File: src/rtl/alu_arbiter_if.sv
// Request, shared-ALU and response signals of the two-requester ALU arbiter.
// The arbiter takes the slave side; requesters, ALU and response consumer take the master side.
interface alu_arbiter_if #(
    parameter int DATA_W = 32,
    parameter int OP_W   = 5
);
    logic              req0_valid;
    logic              req0_ready;
    logic [OP_W-1:0]   req0_op;
    logic [DATA_W-1:0] req0_a;
    logic [DATA_W-1:0] req0_b;
    logic              req1_valid;
    logic              req1_ready;
    logic [OP_W-1:0]   req1_op;
    logic [DATA_W-1:0] req1_a;
    logic [DATA_W-1:0] req1_b;
    logic [OP_W-1:0]   alu_ctrl;
    logic [DATA_W-1:0] alu_a;
    logic [DATA_W-1:0] alu_b;
    logic [DATA_W-1:0] alu_result;
    logic              alu_zero;
    logic              rsp_valid;
    logic              rsp_ready;
    logic              rsp_id;
    logic [DATA_W-1:0] rsp_result;
    logic              rsp_zero;
    logic              rsp_err;
    logic [15:0]       ops_count;

    modport slave (
        input  req0_valid, req0_op, req0_a, req0_b,
        input  req1_valid, req1_op, req1_a, req1_b,
        output req0_ready, req1_ready,
        output alu_ctrl, alu_a, alu_b,
        input  alu_result, alu_zero,
        output rsp_valid, rsp_id, rsp_result, rsp_zero, rsp_err, ops_count,
        input  rsp_ready
    );

    modport master (
        output req0_valid, req0_op, req0_a, req0_b,
        output req1_valid, req1_op, req1_a, req1_b,
        input  req0_ready, req1_ready,
        input  alu_ctrl, alu_a, alu_b,
        output alu_result, alu_zero,
        input  rsp_valid, rsp_id, rsp_result, rsp_zero, rsp_err, ops_count,
        output rsp_ready
    );
endinterface

File: src/rtl/alu_arbiter.sv
// Two-requester front end for one shared ALU: grant, execute, respond; one op per 3 cycles, response held until rsp_ready.
// No grant while an op is in flight. Macro ALU_ARB_FIXED_PRIO_EN selects fixed req0 priority instead of round-robin.
module alu_arbiter #(
    parameter int DATA_W = 32,
    parameter int OP_W   = 5
) (
    input  logic         Clk,
    input  logic         Rst_n,
    alu_arbiter_if.slave bus
);
    typedef enum logic [1:0] {
        S_IDLE = 2'd0,
        S_EXEC = 2'd1,
        S_RESP = 2'd2
    } state_t;

    state_t            state_q;
    logic              id_q;
    logic [OP_W-1:0]   op_q;
    logic [DATA_W-1:0] a_q;
    logic [DATA_W-1:0] b_q;
    logic              rsp_valid_q;
    logic              rsp_zero_q;
    logic              rsp_err_q;
    logic [DATA_W-1:0] rsp_result_q;
    logic [15:0]       ops_cnt_q;
    logic [15:0]       ops_cnt_d;
    logic              grant0;
    logic              grant1;
    logic              op_legal;
`ifndef ALU_ARB_FIXED_PRIO_EN
    logic              ptr_q;
`endif

    // Grants are combinational on the current valids so a requester that
    // withdraws before being granted is never latched.
    always_comb begin
        grant0 = 1'b0;
        grant1 = 1'b0;
        if (Rst_n && state_q == S_IDLE) begin
`ifdef ALU_ARB_FIXED_PRIO_EN
            grant0 = bus.req0_valid;
            grant1 = bus.req1_valid && !bus.req0_valid;
`else
            if (bus.req0_valid && bus.req1_valid) begin
                grant0 = !ptr_q;
                grant1 = ptr_q;
            end else begin
                grant0 = bus.req0_valid;
                grant1 = bus.req1_valid;
            end
`endif
        end
    end

    assign op_legal  = (op_q <= OP_W'(9)) || ((op_q >= OP_W'(14)) && (op_q <= OP_W'(20)));
    assign ops_cnt_d = ops_cnt_q + 16'd1;

    always_ff @(posedge Clk) begin
        if (!Rst_n) begin
            state_q      <= S_IDLE;
            id_q         <= 1'b0;
            op_q         <= '0;
            a_q          <= '0;
            b_q          <= '0;
            rsp_valid_q  <= 1'b0;
            rsp_zero_q   <= 1'b0;
            rsp_err_q    <= 1'b0;
            rsp_result_q <= '0;
            ops_cnt_q    <= '0;
`ifndef ALU_ARB_FIXED_PRIO_EN
            ptr_q        <= 1'b0;
`endif
        end else begin
            case (state_q)
                S_IDLE: begin
                    if (grant0 || grant1) begin
                        id_q    <= grant1;
                        op_q    <= grant1 ? bus.req1_op : bus.req0_op;
                        a_q     <= grant1 ? bus.req1_a  : bus.req0_a;
                        b_q     <= grant1 ? bus.req1_b  : bus.req0_b;
`ifndef ALU_ARB_FIXED_PRIO_EN
                        ptr_q   <= !ptr_q;
`endif
                        state_q <= S_EXEC;
                    end
                end
                S_EXEC: begin
                    rsp_result_q <= bus.alu_result;
                    rsp_zero_q   <= bus.alu_zero;
                    rsp_err_q    <= !op_legal;
                    rsp_valid_q  <= 1'b1;
                    state_q      <= S_RESP;
                end
                S_RESP: begin
                    if (bus.rsp_ready) begin
                        rsp_valid_q <= 1'b0;
                        ops_cnt_q   <= ops_cnt_d;
                        state_q     <= S_IDLE;
                    end
                end
                default: state_q <= S_IDLE;
            endcase
        end
    end

    assign bus.req0_ready = grant0;
    assign bus.req1_ready = grant1;
    assign bus.alu_ctrl   = op_q;
    assign bus.alu_a      = a_q;
    assign bus.alu_b      = b_q;
    assign bus.rsp_valid  = rsp_valid_q;
    assign bus.rsp_id     = id_q;
    assign bus.rsp_result = rsp_result_q;
    assign bus.rsp_zero   = rsp_zero_q;
    assign bus.rsp_err    = rsp_err_q;
    assign bus.ops_count  = ops_cnt_q;
endmodule

File: src/flat_wrapper.sv
// flat-port wrapper written by rule: the top's interface ports become plain ports
module alu_arbiter_flat 
#(
    parameter int DATA_W = 32,
    parameter int OP_W   = 5
)
  (Clk, Rst_n, bus_req0_valid, bus_req0_op, bus_req0_a, bus_req0_b, bus_req1_valid, bus_req1_op, bus_req1_a, bus_req1_b, bus_req0_ready, bus_req1_ready, bus_alu_ctrl, bus_alu_a, bus_alu_b, bus_alu_result, bus_alu_zero, bus_rsp_valid, bus_rsp_id, bus_rsp_result, bus_rsp_zero, bus_rsp_err, bus_ops_count, bus_rsp_ready);
  alu_arbiter_if #(.DATA_W(DATA_W), .OP_W(OP_W)) bus_i ();
  input  logic Clk;
  input  logic Rst_n;
  input wire logic [$bits(bus_i.req0_valid)-1:0] bus_req0_valid;
  input wire logic [$bits(bus_i.req0_op)-1:0] bus_req0_op;
  input wire logic [$bits(bus_i.req0_a)-1:0] bus_req0_a;
  input wire logic [$bits(bus_i.req0_b)-1:0] bus_req0_b;
  input wire logic [$bits(bus_i.req1_valid)-1:0] bus_req1_valid;
  input wire logic [$bits(bus_i.req1_op)-1:0] bus_req1_op;
  input wire logic [$bits(bus_i.req1_a)-1:0] bus_req1_a;
  input wire logic [$bits(bus_i.req1_b)-1:0] bus_req1_b;
  output wire logic [$bits(bus_i.req0_ready)-1:0] bus_req0_ready;
  output wire logic [$bits(bus_i.req1_ready)-1:0] bus_req1_ready;
  output wire logic [$bits(bus_i.alu_ctrl)-1:0] bus_alu_ctrl;
  output wire logic [$bits(bus_i.alu_a)-1:0] bus_alu_a;
  output wire logic [$bits(bus_i.alu_b)-1:0] bus_alu_b;
  input wire logic [$bits(bus_i.alu_result)-1:0] bus_alu_result;
  input wire logic [$bits(bus_i.alu_zero)-1:0] bus_alu_zero;
  output wire logic [$bits(bus_i.rsp_valid)-1:0] bus_rsp_valid;
  output wire logic [$bits(bus_i.rsp_id)-1:0] bus_rsp_id;
  output wire logic [$bits(bus_i.rsp_result)-1:0] bus_rsp_result;
  output wire logic [$bits(bus_i.rsp_zero)-1:0] bus_rsp_zero;
  output wire logic [$bits(bus_i.rsp_err)-1:0] bus_rsp_err;
  output wire logic [$bits(bus_i.ops_count)-1:0] bus_ops_count;
  input wire logic [$bits(bus_i.rsp_ready)-1:0] bus_rsp_ready;
  assign bus_i.req0_valid = bus_req0_valid;
  assign bus_i.req0_op = bus_req0_op;
  assign bus_i.req0_a = bus_req0_a;
  assign bus_i.req0_b = bus_req0_b;
  assign bus_i.req1_valid = bus_req1_valid;
  assign bus_i.req1_op = bus_req1_op;
  assign bus_i.req1_a = bus_req1_a;
  assign bus_i.req1_b = bus_req1_b;
  assign bus_req0_ready = bus_i.req0_ready;
  assign bus_req1_ready = bus_i.req1_ready;
  assign bus_alu_ctrl = bus_i.alu_ctrl;
  assign bus_alu_a = bus_i.alu_a;
  assign bus_alu_b = bus_i.alu_b;
  assign bus_i.alu_result = bus_alu_result;
  assign bus_i.alu_zero = bus_alu_zero;
  assign bus_rsp_valid = bus_i.rsp_valid;
  assign bus_rsp_id = bus_i.rsp_id;
  assign bus_rsp_result = bus_i.rsp_result;
  assign bus_rsp_zero = bus_i.rsp_zero;
  assign bus_rsp_err = bus_i.rsp_err;
  assign bus_ops_count = bus_i.ops_count;
  assign bus_i.rsp_ready = bus_rsp_ready;
  alu_arbiter #(.DATA_W(DATA_W), .OP_W(OP_W)) u_core (.Clk(Clk), .Rst_n(Rst_n), .bus(bus_i));
endmodule
File: config.mk
export PLATFORM = sky130hd
export DESIGN_NAME = alu_arbiter_flat
export DESIGN_NICKNAME = d
export VERILOG_FILES = /design/src/rtl/alu_arbiter_if.sv /design/src/rtl/alu_arbiter.sv /design/src/flat_wrapper.sv
export SDC_FILE = /design/constraint.sdc
export NUM_CORES = 1
export LEC_CHECK = 0
export CAP_MARGIN = 20
export CELL_PAD_IN_SITES_DETAIL_PLACEMENT = 0
export CELL_PAD_IN_SITES_GLOBAL_PLACEMENT = 2
export CORE_MARGIN = 5
export CORE_UTILIZATION = 19
export CTS_CLUSTER_DIAMETER = 200
export CTS_CLUSTER_SIZE = 40
export DETAILED_ROUTE_END_ITERATION = 6
export PLACE_DENSITY_LB_ADDON = 0.1
export SKIP_LAST_GASP = 1
export SLEW_MARGIN = 20
export SYNTH_ARGS = -nofsm -noshare
export SYNTH_HDL_FRONTEND = slang
export SYNTH_SLANG_ARGS = --single-unit
File: constraint.sdc
create_clock -name Clk -period 1.8 [get_ports Clk]
set_input_delay 0.36 -clock Clk [delete_from_list [all_inputs] [get_ports Clk]]
set_output_delay 0.36 -clock Clk [all_outputs]
set_load 0.01 [all_outputs]
### Cell outlines without signal wires, run 1

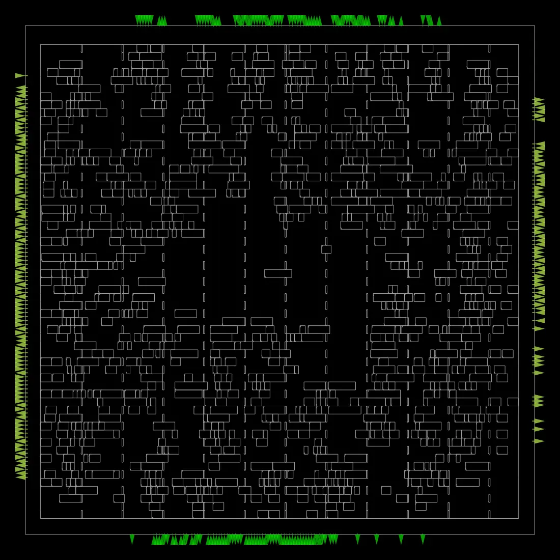
flop share of the area: 27.0%
row count: 59
tap cells: 335
Filler Cells Inserted: 2687

### M1 wires, run 1

Scale: 3 px per um. Supply wires on this layer in grey.
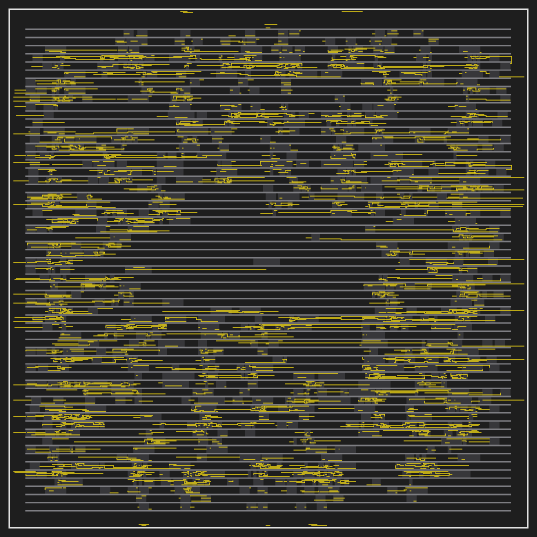
- longest straight run: 64.4 um
- share of all routed wire: 40%
- nets with wire on the layer: 978
- main direction: horizontal

### Sizing map, run 1

Scale: 2 px per um.
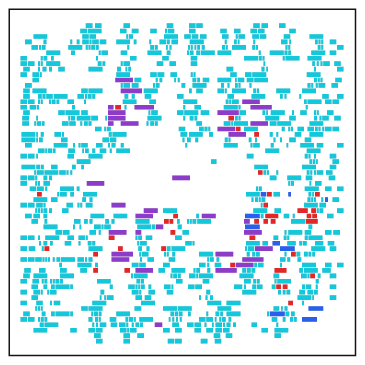
- x2: blue (cells 10; share 1.0%)
- x6 and larger: purple (cells 34; share 3.6%)
- x1 and smaller: cyan (cells 875; share 92%)
- x3 and x4: red (cells 37; share 3.9%)

==> flow_metrics.tcl, run 1 <==
# yosys + openroad results
set metrics [dict create \
    setup_slack_ns 0.0255 \
    cts_tree "done" \
    async_reset_ff_share_pct 0 \
    combPwrFrac_pct 18.4 \
    period_needed_ns 1.77 \
    hold_class "flop to flop" \
    syn-cell-area_um2 5010 \
    fp.dieH_um 172 \
    grt_max_degree 77 \
    outcome "complete, no violations" \
    drc 0 \
    end_kind "output port" \
    ys_ff 124 \
    area_delta_synth_final_pct 83.8 \
    port_buffers 298 \
    ys_cells 642 \
    hold_viol 0 \
    dp_slack_ns -0.290 \
    cts_hold_buf 0 \
    yosys_area_um2 5010 \
    ys_seq_share_pct 49.6 \
    power.leakage_nw 3.53 \
    drt-total-wl_um 21200 \
    relSlewSlack_pct 48.7 \
    max-vdd-ir-drop_uv 417 \
    dr.pass1.iters 6 \
    path_class "flop to output port" \
    crit_fanout 3 \
    die_w_um 172 \
    synth_top_flop_cell "dfxtp_1" \
    seqPwrFrac_pct 35.3 \
    start_kind "flop" \
    clock.latency.late_pin_ns 0.41 \
    gp_congestion 0.756 \
    h-tree-depth 4 \
    r2r-start "u_core.state_q[0]" \
    netlist_instances 642 \
    placed_area_um2 8440 \
    yosys.area.top_type "dfxtp_1" \
    internal_power_w 0.00650 \
    swShare_pct 25.4 \
    final_core_util_pct 35.4 \
    grt_pass1_vias 5562 \
    cts_made_buffers 17 \
    dpl.hpwl_um 15300 \
    stdcell_area_um2 9210 \
    period_used_pct 98.6 \
    worstMarginPinSlew_ns 0.770 \
    crit_end "bus_req1_ready" \
    synth_area_per_cell_um2 7.80 \
    drtIter0Drc 206 \
    synth_top_cell_by_count "nand2_1" \
    antenna_found_initial 0 \
    edf_count 0 \
    rr_worst_depth 8 \
    fp_util_pct 19.3 \
    path_clk_slew_ns 0.06 \
    vias_per_cell 4.32 \
    clock-root-buffer "clkbuf_16" \
    powerDensity_nw_per_um2 946 \
    diodes 0 \
    skew_ns 0.00810 \
    fp_nets 819 \
    cap_violations 0 \
    dr_total_vias 5582 \
    grt_use_total_pct 13.6 \
    combGateArea_um2 2290 \
    synth.distinct_cells 36 \
    tool_warnings 28 \
    drive_gt1_share_pct 8.47 \
    drtAntennaViolNets 0 \
    ys.warnings.count 0 \
    p_sw_w 0.00221 \
    clockBufferDepth 2 \
    top_cells_by_count "215 x nand2_1, 124 x dfxtp_1, 69 x a31oi_1" \
    synth.top_cell.area_share_pct 49.6 \
    core_area_um2 26000 \
    pin_count 299 \
    cp.required_ns 1.44 \
    critical_path_arrival_ns 1.41 \
    wl_per_cell_um 16.4 \
    area_leaders "dfxtp_1 50%, nand2_1 16%, a31oi_1 8.6%" \
    max_freq_ghz 0.564 \
    timing.rr.end "u_core.bus.alu_b[13]" \
    rsz0062_at_grt "yes" \
    chip_area_um2 29700 \
    setup-violations-final 0 \
]
## run 1: kinds of logic (layout without fill, tap and decap cells)
group,Yosys count,in the layout,synth area share [%]
AOI/OAI and AO/OA,191,191,21.0
xor gates and xnor gates,9,9,1.57
adders and majority gates,1,1,0.250
buffers and inverters,52,366,5.12
DFF,124,124,49.6
muxes,2,2,0.400
and+or+nand+nor,263,263,22.1
## run 1: state kept, by name (all words and copies together) (netlist names)
name	flops
u_core.bus.alu_a	32
u_core.bus.alu_b	32
u_core.bus.rsp_result	32
u_core.bus.ops_count	16
u_core.bus.alu_ctrl	5
u_core.state_q	2
u_core.bus.rsp_err	1
u_core.bus.rsp_id	1
u_core.bus.rsp_valid	1
u_core.bus.rsp_zero	1
u_core.ptr_q	1
## run 1: layout make-up
type	instances	area share, %
clock buffer	17	4.62
clock inverter	15	2.81
inverter	3	0.149
sequential	124	27.0
tap	335	4.55
timing repair buffer	331	35.9
multi-input combinational	466	24.9
## run 1: worst min path at each step
stage | startpoint | end | cells past startpoint
after detailed placement | u_core.bus.rsp_result[14] | u_core.bus.rsp_result[14] | 2
after floorplan | u_core.bus.rsp_err | u_core.bus.rsp_err | 2
after global placement | u_core.bus.rsp_result[28] | u_core.bus.rsp_result[28] | 2
after global routing | u_core.bus.rsp_result[25] | u_core.bus.rsp_result[25] | 2
final | u_core.bus.rsp_result[16] | u_core.bus.rsp_result[16] | 2
after CTS | u_core.bus.rsp_result[14] | u_core.bus.rsp_result[14] | 2
## run 1: cells in the final DEF (no fill, tap or decap), types with 3 or more instances in the layout
cell type and count:
dfxtp_1 118, clkinv_4 5, o21ai_1 8, xor2_1 3, buf_12 3, inv_6 4
dfxtp_2 6, nand2b_1 4, clkbuf_16 18, a31oi_1 69, nand4_1 3, xnor2_1 6
clkdlybuf4s50_1 289, a21oi_1 44, nor2_1 10, nand2_1 215, nand3_1 7, or3_1 7
and3_1 4, dlymetal6s2s_1 4, buf_4 27, o21ai_0 67, bufinv_16 6
## run 1: power by group through the flow
stage	combinational [W]	sequential, W	clock [W]
2_1_floorplan	0.000491	0.00322	0
3_3_place_gp	0.00160	0.00312	0
4_1_cts	0.00162	0.00307	0.00419
5_1_grt	0.00175	0.00310	0.00431
6_report	0.00160	0.00307	0.00404
3_5_place_dp	0.00160	0.00313	0
## run 1: per-stage QoR
step / TNS, ns / instances / total power, W
final: 0 / 1291 / 0.00871
after global routing: -0.0572 / 1291 / 0.00916
after CTS: -0.0410 / 1291 / 0.00888
after detailed placement: -12.72 / 1256 / 0.00473
after global placement: -12.66 / 1256 / 0.00472
after floorplan: 0 / 642 / 0.00371
## run 1: what timing repair did
item | 4_1_cts | 5_1_grt
cloned | 0 | 1
setup endpoints to repair | 6 | 59
gates resized | 14 | 12
pin swaps | 2 | 1
buffers inserted | 3 | 0
## run 1: metal layers
layer	share of wire [%]	track usage, %
met5	0	0
met4	1.2	3.83
met3	10	6.24
met2	48	22.5
met1	40	15.7
## run 1: worst max-delay path: stages (launching register included)
cell and delay, ns:
dfxtp_2 0.33, nor3b_4 0.21, buf_4 0.15, nand3_4 0.11, inv_4 0.10, buf_6 0.10
### Local utilization, run 1

Scale: 2 px per um. The die is cut into 17 by 17 equal tiles; dark blue is low, red is high, 0 to 100% covered.
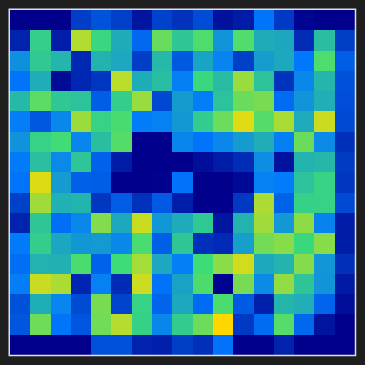

==> run 2: changes to the inputs <==
--- a/config.mk
+++ b/config.mk
@@ -8,6 +8,7 @@
 export CAP_MARGIN = 20
 export CELL_PAD_IN_SITES_DETAIL_PLACEMENT = 0
 export CELL_PAD_IN_SITES_GLOBAL_PLACEMENT = 2
+export CORE_ASPECT_RATIO = 1.5
 export CORE_MARGIN = 5
 export CORE_UTILIZATION = 19
 export CTS_CLUSTER_DIAMETER = 200
### Local utilization, run 2

Scale: 2 px per um. The die is cut into 14 by 21 equal tiles; dark blue is low, red is high, 0 to 100% covered.
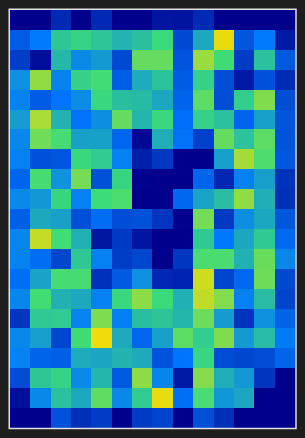
- fullest tile: 73%
- nearly empty tiles: 11%
- emptiest ninth of the die: centre
- mean over tiles: 29%

==> run 2 against run 1 <==
Compared with the run above:
- clock skew increased by 0.0019 ns
- cell count fell by 0.46%
- largest power group unchanged
- setup slack improved by 0.025 ns
- final area down 1.4%
- global-route usage grew 1.2 points
- critical endpoint is now bus_ops_count[12]
- non-clock buffer count down 5
- sequential share of layout area rose by 0.39 points
- die size is 0.22% higher
- power is 8.5% lower
- combinational power about the same
==> flow_metrics.tcl, run 2 <==
# yosys + openroad results
set metrics [dict create \
    r2r-start "u_core.state_q[0]" \
    pin_count 299 \
    stdcell_area_um2 9080 \
    end_kind "output port" \
    setup-violations-final 0 \
    final_common_cell "clkdlybuf4s50_1" \
    drtIter0Drc 227 \
    slowest_delay_ns 0.59 \
    synth_top_cell_by_count "nand2_1" \
    max-vdd-ir-drop_uv 639 \
    ys_cells 642 \
    cp.required_ns 1.44 \
    num_rows 72 \
    final_core_util_pct 35.0 \
    clock-root-buffer "clkbuf_16" \
    grt_max_degree 77 \
    outcome "complete, no violations" \
    hold_viol 0 \
    cp_num_buf_inv 1 \
    rsz0062_at_grt "yes" \
    drc 0 \
    synthAoiAreaFrac_pct 21.0 \
    clockBufferDepth 2 \
    max_freq_ghz 0.572 \
    netlist_instances 642 \
    h-tree-depth 4 \
    n_fill_cell 2702 \
    simple_gate_area_share_pct 22.1 \
    globalRouteMet3Util_pct 6.13 \
    port_buffers 298 \
    edf_count 0 \
    lay_top_cells "284 x clkdlybuf4s50_1, 215 x nand2_1, 117 x dfxtp_1" \
    placed_area_um2 8440 \
    cts_made_buffers 17 \
    synth_area_per_cell_um2 7.80 \
    clock.latency.late_pin_ns 0.42 \
    busiest_layer "met2" \
    min_from "u_core.bus.rsp_result[20]" \
    drtAntennaViolNets 0 \
    top_cells_by_count "215 x nand2_1, 124 x dfxtp_1, 69 x a31oi_1" \
    fp_util_pct 19.3 \
    fp.dieH_um 209 \
    dr.pass1.iters 4 \
    drive_gt1_share_pct 7.68 \
    grt_use_total_pct 14.8 \
    yosys.area.top_type "dfxtp_1" \
    powerDensity_nw_per_um2 878 \
    relSlewSlack_pct 47.8 \
    ys_sh_xor_pct 1.57 \
    synth_top_flop_cell "dfxtp_1" \
    area_delta_synth_final_pct 81.3 \
    area_leaders "dfxtp_1 50%, nand2_1 16%, a31oi_1 8.6%" \
    gr-usage-met2_pct 26.4 \
    crit_fanout 5 \
    ys_ff 124 \
    synthAdderAreaFrac_pct 0.250 \
    crit_chain "clkdlybuf4s50_1" \
    syn-cell-area_um2 5010 \
    cpMaxStageDelayCell "clkdlybuf4s50_1" \
    tool_warnings 28 \
    fp_nets 819 \
    skew_ns 0.00997 \
]
### Sizing map, run 2

Scale: 2 px per um.
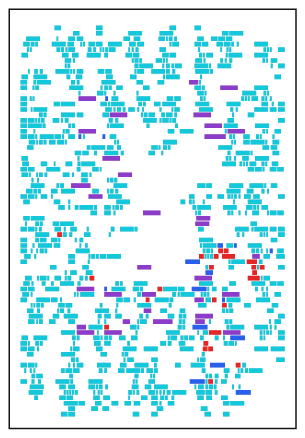
- x2: blue (cells 16; share 1.7%)
- x3 and x4: red (cells 24; share 2.5%)
- x1 and smaller: cyan (cells 878; share 92%)
- x6 and larger: purple (cells 33; share 3.5%)

run 2: power by group:
part | total (W) | internal (W) | leakage (nW) | switching [W]
clock | 0.00328 | 0.00203 | 0.277 | 0.00125
sequential | 0.00307 | 0.00296 | 1.02 | 0.000113
combinational | 0.00161 | 0.000911 | 2.17 | 0.000703
run 2: worst paths after layout:
check             depth (start not counted)  slack [ns]                   endpoint
setup / recovery                          1        0.05          bus_ops_count[12]
hold / removal                            2        0.45  u_core.bus.rsp_result[20]
setup reg to reg                          8        0.14        u_core.bus.alu_a[8]
hold reg to reg                           2        0.45  u_core.bus.rsp_result[20]
run 2: layout make-up:
type	instances	area (um^2)	area share, %
clock buffers	25	495	5.46
inverters	3	13.8	0.152
flip-flops and latches	124	2490	27.4
multi-input cells	466	2290	25.2
diodes	1	2.50	0.0276
repair buffers	326	3310	36.4
well taps	333	417	4.59
clock inverters	7	62.6	0.689
run 2: logic make-up (layout without fill, tap and decap cells):
family | after synthesis | after routing
adders and majority gates | 1 | 1
AOI/OAI and AO/OA | 191 | 191
buffers and inverters | 52 | 361
muxes | 2 | 2
xor gates and xnor gates | 9 | 9
other | 0 | 1
and+or+nand+nor | 263 | 263
DFF | 124 | 124
run 2: routing by layer:
layer	wire length [um]	share of wire (%)
met3	2000	9.0
met1	8300	37
met2	11600	52
met4	471	2.1
met5	0	0
run 2: per-stage QoR:
step | std cells | setup slack, ns | TNS [ns]
CTS | 1283 | -0.227 | -2.29
floorplan | 642 | 0.337 | 0
global route | 1285 | -0.0163 | -0.0163
finish | 1285 | 0.0503 | 0
detailed placement | 1249 | -0.294 | -14.07
global placement | 1249 | -0.307 | -13.32
run 2: what timing repair did:
action                                  4_1_cts  5_1_grt
gates cloned                                  1        0
buffers inserted                              1        1
hold buffers                                  0        0
resized                                      16       18
pin swaps                                     1        1
endpoints found under the hold margin         0        0
endpoints found under the setup margin       58       50
Power is estimated from default activity; no workload was simulated.
